==> config.mk <==
export PLATFORM = sky130hd
export DESIGN_NAME = sprite_mover
export DESIGN_NICKNAME = d
export VERILOG_FILES = /design/src/rtl/sprite_mover.sv
export SDC_FILE = /design/constraint.sdc
export NUM_CORES = 1
export LEC_CHECK = 0
export CORE_UTILIZATION = 60
export CTS_CLUSTER_SIZE = 10
export DETAILED_ROUTE_END_ITERATION = 10
export DONT_BUFFER_PORTS = 1
export PLACE_DENSITY = 0.82
export SETUP_SLACK_MARGIN = 0.02
export SLEW_MARGIN = 10
export SYNTH_ARGS = -nofsm -noshare
export SYNTH_HDL_FRONTEND = slang
export SYNTH_SLANG_ARGS = --single-unit
==> constraint.sdc <==
create_clock -name clk -period 5.5 [get_ports clk]
set_input_delay 1.1 -clock clk [delete_from_list [all_inputs] [get_ports clk]]
set_output_delay 1.1 -clock clk [all_outputs]
set_load 0.005 [all_outputs]
Placement density heat map:
9 x 9 tiles, from white (low) to dark blue (high), 0 to 100% covered.
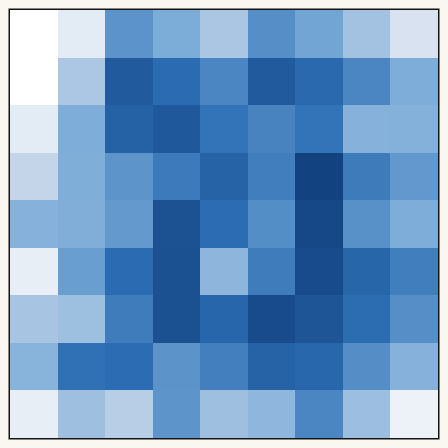
2.5% of the tiles are nearly empty. The emptiest ninth of the die: top left. 28% of the tiles are over 75% full. The mean over all tiles is 57%. The fullest tile reaches 93%.
Initial Util: 63.4%
Util after Layout: 65.2%
core box area: 0.00691 mm^2

Close-up of the layout:
Window x 56 to 76, y 56 to 76 um. Cells in gray, sequential cells in the stronger gray; small squares are vias.
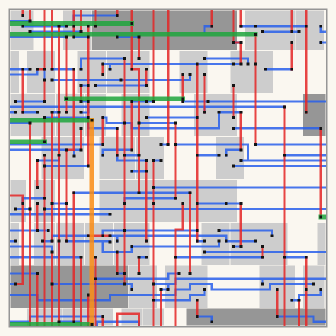
metal 3: drawn in green. metal 2: drawn in red. metal 1: drawn in blue. metal 4: drawn in orange.
32 logic cells have their middle in the window. Most frequent: o21ai_0 (5), nand3_1 (4). Sequential cells in the window: 2.

Cell outlines without signal wires:
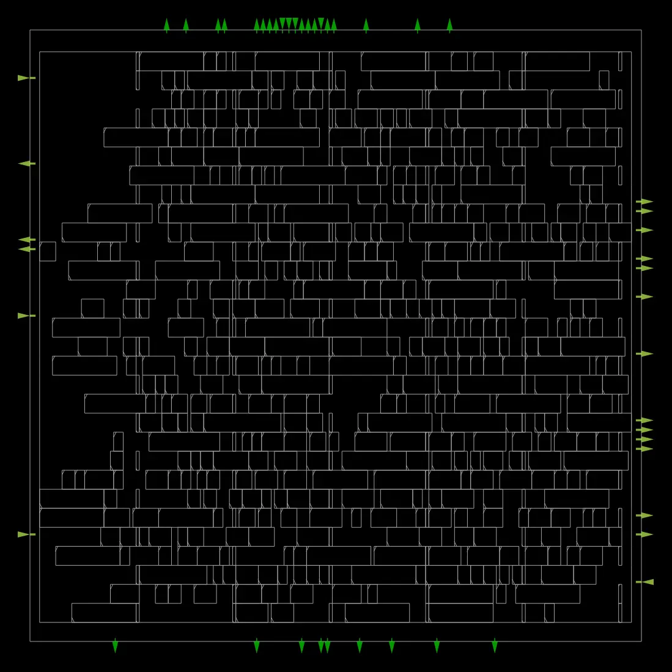
Fill cells: 612
# rows: 30
n_taps: 96
Final Non-Filler Cells: 568
Seq cells: 59

Drive-strength map:
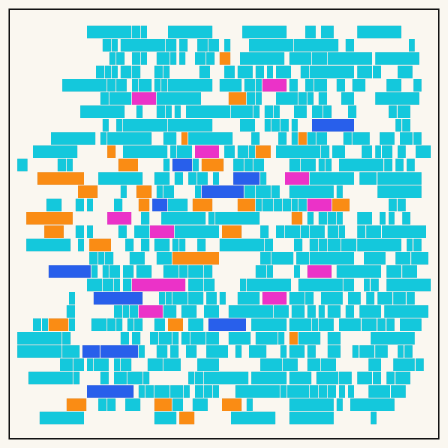
_6 and larger: drawn in magenta, cells 11, share 2.3%. _2 cells: drawn in orange, cells 28, share 5.9%. _0 and _1 cells: drawn in cyan, cells 422, share 89%. _3 and _4 cells: drawn in blue, cells 11, share 2.3%.
Non-clk bufs: 0
Area Growth Syn to Fin: 2.80%
Finished Cell Area: 0.00450 mm^2
Setup WS post-layout: 1.55 ns

==> flow_summary.ini <==
; synthesis and place-and-route metrics
[power_and_ir_drop]
ir_drop_mv = 0.342
power_density_mw_per_mm2 = 548
p_leak_nw = 1.93
total_power_mw = 2.47

[final_layout]
nonClockInverterCount = 23
layout.nonclk_buf_share_pct = 0
logic_area_mm2 = 0.00263
clk_share_pct = 4.25
comb_share_pct = 58.3
sh_seq_area_pct = 32.9
flop_area_mm2 = 0.00148
final_cell_mix = 56 x dfrtp_1, 52 x nand2_1, 33 x o21ai_0, 32 x a21oi_1, 25 x ha_1
comb_cells = 375
antenna_cells = 0
drive_gt1_share_pct = 10.6
largest_class = logic gates
nNetsFinal = 503
clock_buffers = 10
layout_top_cell = dfrtp_1

[final_timing]
rsz0062_at_grt = false
finalCritPeriodShare_pct = 71.9
slew_violations = 0
max_freq_mhz = 253
finalHoldViolCount = 0
holdWs_ns = 0.440
slew_headroom_pct = 33.8
worst_pin_slew_ns = 0.986
setup_viol = 0
finalSetupTns_ns = 0
period_needed_ns = 3.95
fin_skew_ns = 0.00823

[synth]
yosysTopAreaCellShare_pct = 32.0
area_leaders = dfrtp_1 32%, ha_1 7.1%, nand2_1 4.5%
syn_area_mm2 = 0.00438
syn_inst = 484
syn_area_per_cell_um2 = 9.05
ys_cells = 484
synth_seq_share_pct = 33.8
yosysMostFrequentCell = dfrtp_1
floorplan.nets = 519
top_cells_by_count = 56 x dfrtp_1, 52 x nand2_1, 33 x o21ai_0
yosys-stat-area_mm2 = 0.00438
flop_cell = dfrtp_1
top_area_cell = dfrtp_1
synth_flops = 59
ys_async_sr_fraction_pct = 100
edf_count = 0
synth.distinct_cells = 76
yosys_warnings = 0

[setup_path]
required_ns = 4.40
cp.depth = 8
path_class = reg -> out
cp_data_arrival_time_ns = 2.85
rr_worst_depth = 10
crit_path_end_kind = primary output
r2r_setup_slack_ns = 2.14
setup.worst_path.start_class = flip-flop
cp_max_fo = 23
cp_slowest_stage_delay_ns = 0.86
crit_path_cell_trace = ha_1, a21oi_1, o21bai_1, a21oi_1, o21ai_1, xnor2_1, o32a_1, o21ai_1
cp_top_family = AND-OR/OR-AND gates
crit_buf_inv = 0
cp_slowest_cell = dfrtp_1

[job]
log.warning_count = 32
maxCapViolations = 0

[outcome]
status = completed

[detailed_routing]
ant_nets = 0
drc = 0
wl_per_cell_um = 18.1
vias_per_cell = 6.37
num_vias = 3616
dr.pass1.iters = 5
wirelength_um = 10300
dr.first_iter.drc_count = 218

[place]
portBuffers = 0
dp_slack_ns = 1.98
dp.cells = 553
dp_hpwl_um = 7160
placed_area_mm2 = 0.00431
place_congestion = 1.06

[die]
io_pins = 49
die_area_mm2 = 0.00765
dieHeight_um = 87.4
die_w_um = 87.4

[clock_tree]
clock-root-buffer = clkbuf_8
post_cts_buffers = 0
clock_latency_ns = 0.35
cts.sinks = 59
hold_buffers = 0
clk_path_buf_depth = 2
h-tree-depth = 3
cts_tree = done
cts.clk_slew.worst_paths_ns = 0.07
numCtsBuffers = 9
post_cts_resized = 0

[global_route]
grt_pass1_wl_um = 16800
grt_max_degree = 60
grt_antenna_before_repair = 0
track_usage_pct = 28.7
grt_pass1_vias = 3419
grt-ovfl-total = 0

[min_path]
hp-class = in -> async
==> cell families (layout without fill, tap and decap cells) <==
group	count (synthesis)	count (layout)	share of synthesized area (%)
AOI/OAI and AO/OA	150	150	23.0
xor gates and xnor gates	29	29	5.80
adders and majority gates	27	27	8.05
buffers and inverters	50	38	6.28
DFF	59	59	33.8
muxes	9	9	2.31
and+or+nand+nor	160	160	20.8
==> where the power goes <==
part / switching [mW] / internal, mW / total (mW)
logic: 0.706 / 0.515 / 1.22
registers: 0.281 / 0.561 / 0.843
clock network: 0.184 / 0.217 / 0.402
==> per-layer routing <==
metal,share of wire [%],GRT usage [%],vias up
met5,0,0,-
met4,3.0,12.5,0
met3,5.5,5.50,25
met2,47,45.9,131
met1,44,37.8,1729
li1,-,-,1731
Power figures rest on the tool's default switching activity, not on a simulated workload.
